$ cat config.mk
export PLATFORM = sky130hd
export DESIGN_NAME = rgb_fade_seq
export DESIGN_NICKNAME = d
export VERILOG_FILES = /design/src/rtl/rgb_fade_seq.sv
export SDC_FILE = /design/constraint.sdc
export NUM_CORES = 1
export LEC_CHECK = 0
export ABC_AREA = 1
export CELL_PAD_IN_SITES_DETAIL_PLACEMENT = 2
export CELL_PAD_IN_SITES_GLOBAL_PLACEMENT = 2
export CORE_ASPECT_RATIO = 1.2
export CORE_MARGIN = 5
export CORE_UTILIZATION = 42
export CTS_BUF_LIST = sky130_fd_sc_hd__clkbuf_2
export CTS_CLUSTER_SIZE = 24
export DETAILED_ROUTE_END_ITERATION = 10
export GPL_TIMING_DRIVEN = 0
export PLACE_DENSITY = 0.93
export SLEW_MARGIN = 20
export SYNTH_ARGS = -nofsm -noshare
export SYNTH_HDL_FRONTEND = slang
export SYNTH_SLANG_ARGS = --single-unit
$ cat constraint.sdc
create_clock -name clk -period 4.95 [get_ports clk]
set_clock_uncertainty 0.1 [all_clocks]
set_input_delay 0.495 -clock clk [delete_from_list [all_inputs] [get_ports clk]]
set_output_delay 0.495 -clock clk [all_outputs]
set_load 0.02 [all_outputs]
$ cat src/rtl/rgb_fade_seq.sv
// RGB LED fade sequencer: queues colour commands and ramps three PWM duty
// levels toward each target at a bounded per-tick rate, then optionally holds.
module rgb_fade_seq #(
  parameter int unsigned TICK_DIV   = 187500,
  parameter int unsigned FIFO_DEPTH = 4
) (
  input  logic        clk,
  input  logic        rst_n,
  input  logic        cmd_valid,
  output logic        cmd_ready,
  input  logic [23:0] cmd_rgb,
  input  logic [7:0]  cmd_rate,
  input  logic [7:0]  cmd_hold,
  input  logic        abort,
  output logic [7:0]  r_level,
  output logic [7:0]  g_level,
  output logic [7:0]  b_level,
  output logic        busy,
  output logic        done
);

  localparam int PW = $clog2(FIFO_DEPTH);
  localparam int CW = PW + 1;
  localparam int DW = $clog2(TICK_DIV);
  localparam logic [DW-1:0] TICK_LAST  = DW'(TICK_DIV - 1);
  localparam logic [CW-1:0] FULL_COUNT = CW'(FIFO_DEPTH);

  typedef enum logic [1:0] {IDLE, LOAD, FADE, HOLD} state_t;

  typedef struct packed {
    logic [23:0] rgb;
    logic [7:0]  rate;
    logic [7:0]  hold;
  } cmd_t;

  state_t        state, state_next;
  logic [DW-1:0] presc;
  logic          tick;
  cmd_t          mem [FIFO_DEPTH];
  cmd_t          head;
  logic [PW-1:0] wr_ptr, rd_ptr;
  logic [CW-1:0] count, count_next;
  logic          push, pop, finish, pending;
  logic [23:0]   tgt, levels, stepped;
  logic [7:0]    rate_q, hold_cnt;

  // One channel step toward the target; the 9-bit intermediate keeps a large
  // rate from wrapping past 0 or 255 before the clamp.
  function automatic logic [7:0] step_toward(input logic [7:0] level,
                                             input logic [7:0] target,
                                             input logic [7:0] rate);
    logic [8:0] up;
    logic [8:0] down;
    up   = {1'b0, level} + {1'b0, rate};
    down = {1'b0, level} - {1'b0, rate};
    if (level < target)
      step_toward = (up > {1'b0, target}) ? target : up[7:0];
    else if (level > target)
      step_toward = (down[8] || (down[7:0] < target)) ? target : down[7:0];
    else
      step_toward = level;
  endfunction

  assign tick    = (presc == TICK_LAST);
  assign head    = mem[rd_ptr];
  assign push    = cmd_valid && cmd_ready && !abort;
  assign pending = (state == LOAD) ? (count > CW'(1)) : (count != '0);
  assign stepped = {step_toward(levels[23:16], tgt[23:16], rate_q),
                    step_toward(levels[15:8],  tgt[15:8],  rate_q),
                    step_toward(levels[7:0],   tgt[7:0],   rate_q)};
  assign {r_level, g_level, b_level} = levels;
  assign done       = finish;
  assign count_next = abort ? '0 : (count + CW'(push) - CW'(pop));

  always_ff @(posedge clk or negedge rst_n) begin
    if (!rst_n)    presc <= '0;
    else if (tick) presc <= '0;
    else           presc <= presc + DW'(1);
  end

  always_ff @(posedge clk) begin
    if (push) mem[wr_ptr] <= {cmd_rgb, cmd_rate, cmd_hold};
  end

  // Ready is registered from the post-update count, so it never sees a same-cycle pop.
  always_ff @(posedge clk or negedge rst_n) begin
    if (!rst_n) begin
      wr_ptr    <= '0;
      rd_ptr    <= '0;
      count     <= '0;
      cmd_ready <= 1'b0;
    end else begin
      if (abort) begin
        wr_ptr <= '0;
        rd_ptr <= '0;
      end else begin
        if (push) wr_ptr <= wr_ptr + PW'(1);
        if (pop)  rd_ptr <= rd_ptr + PW'(1);
      end
      count     <= count_next;
      cmd_ready <= (count_next != FULL_COUNT);
    end
  end

  always_comb begin
    state_next = state;
    finish     = 1'b0;
    pop        = 1'b0;
    unique case (state)
      IDLE: if (count != '0) state_next = LOAD;
      LOAD: begin
        pop = 1'b1;
        if (head.rate != 8'd0) state_next = FADE;
        else if (head.hold != 8'd0) state_next = HOLD;
        else finish = 1'b1;
      end
      FADE: if (levels == tgt) begin
        if (hold_cnt != 8'd0) state_next = HOLD;
        else finish = 1'b1;
      end
      HOLD: if (hold_cnt == 8'd0) finish = 1'b1;
      default: state_next = IDLE;
    endcase
    if (finish) state_next = pending ? LOAD : IDLE;
    if (abort) begin
      state_next = IDLE;
      finish     = 1'b0;
      pop        = 1'b0;
    end
  end

  always_ff @(posedge clk or negedge rst_n) begin
    if (!rst_n) begin
      state <= IDLE;
      busy  <= 1'b0;
    end else begin
      state <= state_next;
      busy  <= (state_next != IDLE);
    end
  end

  always_ff @(posedge clk or negedge rst_n) begin
    if (!rst_n) begin
      levels   <= '0;
      tgt      <= '0;
      rate_q   <= '0;
      hold_cnt <= '0;
    end else if (!abort) begin
      unique case (state)
        LOAD: begin
          tgt      <= head.rgb;
          rate_q   <= head.rate;
          hold_cnt <= head.hold;
          if (head.rate == 8'd0) levels <= head.rgb;
        end
        FADE: if (tick) levels <= stepped;
        HOLD: if (tick && hold_cnt != 8'd0) hold_cnt <= hold_cnt - 8'd1;
        default: ;
      endcase
    end
  end

endmodule

ff_map.png
Scale bar: 50 um.
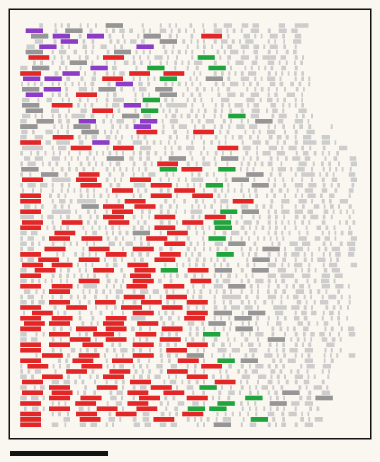
colour	name in the netlist	flops
purple	presc	18
red	mem	160
green	tgt	24
not coloured	51
sequential fraction of total cell area: 0.408
post-layout util: 0.487
area occupied by registers: 0.00713 sq mm

gates.png
Scale bar: 50 um.
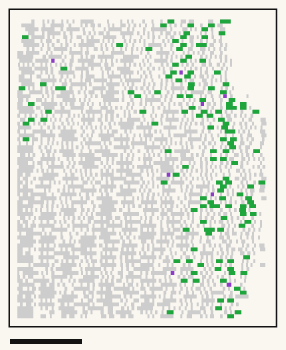
colour	family	cells	most used
purple	and/or cells	8	or2_2
green	fa/ha/maj cells	134	ha_1
final cell count without fillers: 2439
most common logic cell in the routed design: nand2_1
proportion of cell area occupied by multi-input gates: 0.406

==> results.rst <==
Implementation results
======================

.. list-table::
   :header-rows: 1

   * - Metric
     - Value
   * - Number of nets in the layout
     - 2095
   * - Routed length per instance
     - 33.0 um
   * - Post-detailed-placement half-perimeter wirelength
     - 47.1 mm
   * - Category of the worst setup path launch point
     - register
   * - Num rows
     - 76
   * - Share of the clock period used by the worst path
     - 0.986
   * - Last element of the critical path
     - done
   * - Status
     - finished clean
   * - Category of the worst setup path capture point
     - output pin
   * - GR Util met3
     - 0.0769
   * - Reg-to-reg setup timing slack
     - 0.21 ns
   * - Area enclosed by the die boundary
     - 0.0402 sq mm
   * - Worst setup path startpoint
     - rd_ptr[1]
   * - Number of cells in Yosys stat
     - 1766
   * - Register bit total from synthesis
     - 253
   * - Clock root buffer master
     - clkbuf_2
   * - Final worst hold slack
     - 0.000316 ns
   * - Number of top-level design ports
     - 71
   * - Mean area per synthesized cell
     - 8.63 sq um
   * - Destination of the worst hold path
     - mem[3][8]
   * - Critical path peak fanout
     - 10
   * - Global-route wire length before repair
     - 119 mm
   * - Clock latency on the worst-skew pair
     - 1.07 ns
   * - Critical R2R Capture
     - levels[11]
   * - Post-synthesis async set-or-reset flop share
     - 0.368
   * - Core area
     - 0.0358 sq mm
   * - DRC Markers
     - 0
   * - Die outline width
     - 184 um
-- worst max-delay path: stages, from the launching register on --
cell and delay (ns):
dfrtp_1 0.46, buf_2 0.22, inv_2 0.12, buf_4 0.20
buf_2 0.31, nand3_1 0.15, nand2_1 0.22, nand2_1 0.09
inv_1 0.07, nand4_1 0.31, nor3_4 0.29, nand2_1 0.14
a21oi_1 0.35, dlygate4sd2_1 0.39
-- Yosys cell counts, types with 17 or more instances --
cell | instances | area [sq um]
a21oi_1 | 77 | 385
buf_2 | 17 | 85.1
clkbuf_1 | 20 | 75.1
dfrtp_1 | 93 | 2330
edfxtp_1 | 160 | 4800
ha_1 | 127 | 1590
inv_1 | 178 | 668
nand2_1 | 438 | 1640
nand3_1 | 159 | 796
nand4_1 | 20 | 125
nor2_1 | 166 | 623
o21ai_0 | 117 | 586
o22ai_1 | 24 | 150
xor2_1 | 27 | 236
-- layout by cell type, fill, tap and decap left out, drive strengths merged, types with 3 or more instances in the layout --
master,count
nand2,446
inv,186
nor2,179
nand3,164
edfxtp,160
ha,127
o21ai,126
clkbuf,117
dfrtp,93
a21oi,77
clkdlybuf4s50,67
buf,43
xor2,27
o22ai,24
clkinv,22
nand4,21
nor3,17
dlygate4sd3,12
fa,7
o211ai,5
nor4,5
or2,5
a211oi,4
a31oi,4
o21bai,4
nand3b,4
xnor2,3
o21a,3
o31ai,3
-- metal layers --
metal / vias to the layer above / wire length, um
met1: 7704 / 28000
met3: 436 / 5000
met4: 2 / 7430
li1: 6253 / -
met5: - / 20
met2: 978 / 40200
-- cells by family (layout without fill, tap and decap cells) --
group | after synthesis | in the layout | share of synthesized area
adders and majority gates | 134 | 134 | 0.113
other | 0 | 2 | 0
DFF | 253 | 253 | 0.468
xor gates and xnor gates | 30 | 30 | 0.0172
AOI/OAI and AO/OA | 258 | 258 | 0.0923
buffers and inverters | 247 | 450 | 0.0700
and+or+nand+nor | 844 | 844 | 0.239
-- layout make-up --
cell class / instances / area, sq um
fill: 3792 / 18400
buffer: 59 / 359
inverter: 188 / 708
clock buffer: 92 / 460
clock inverter: 22 / 143
multi-input combinational: 1266 / 7090
tap: 468 / 586
sequential: 253 / 7130
timing repair buffer: 89 / 986
antenna: 2 / 5.00
-- state kept, by name, indices dropped and copies added, names as in the netlist --
signal     cells
mem          160
levels        24
tgt           24
presc         18
hold_cnt       8
rate_q         8
count          3
rd_ptr         2
state          2
wr_ptr         2
busy           1
cmd_ready      1
-- timing repair --
| item | 4_1_cts | 5_1_grt |
|---|---|---|
| gates resized | 2 | 1 |
| endpoints found under the hold margin | 127 | 0 |
| hold buffers | 13 | 0 |
| setup buffers | 0 | 0 |
| setup endpoints to repair | 1 | 12 |
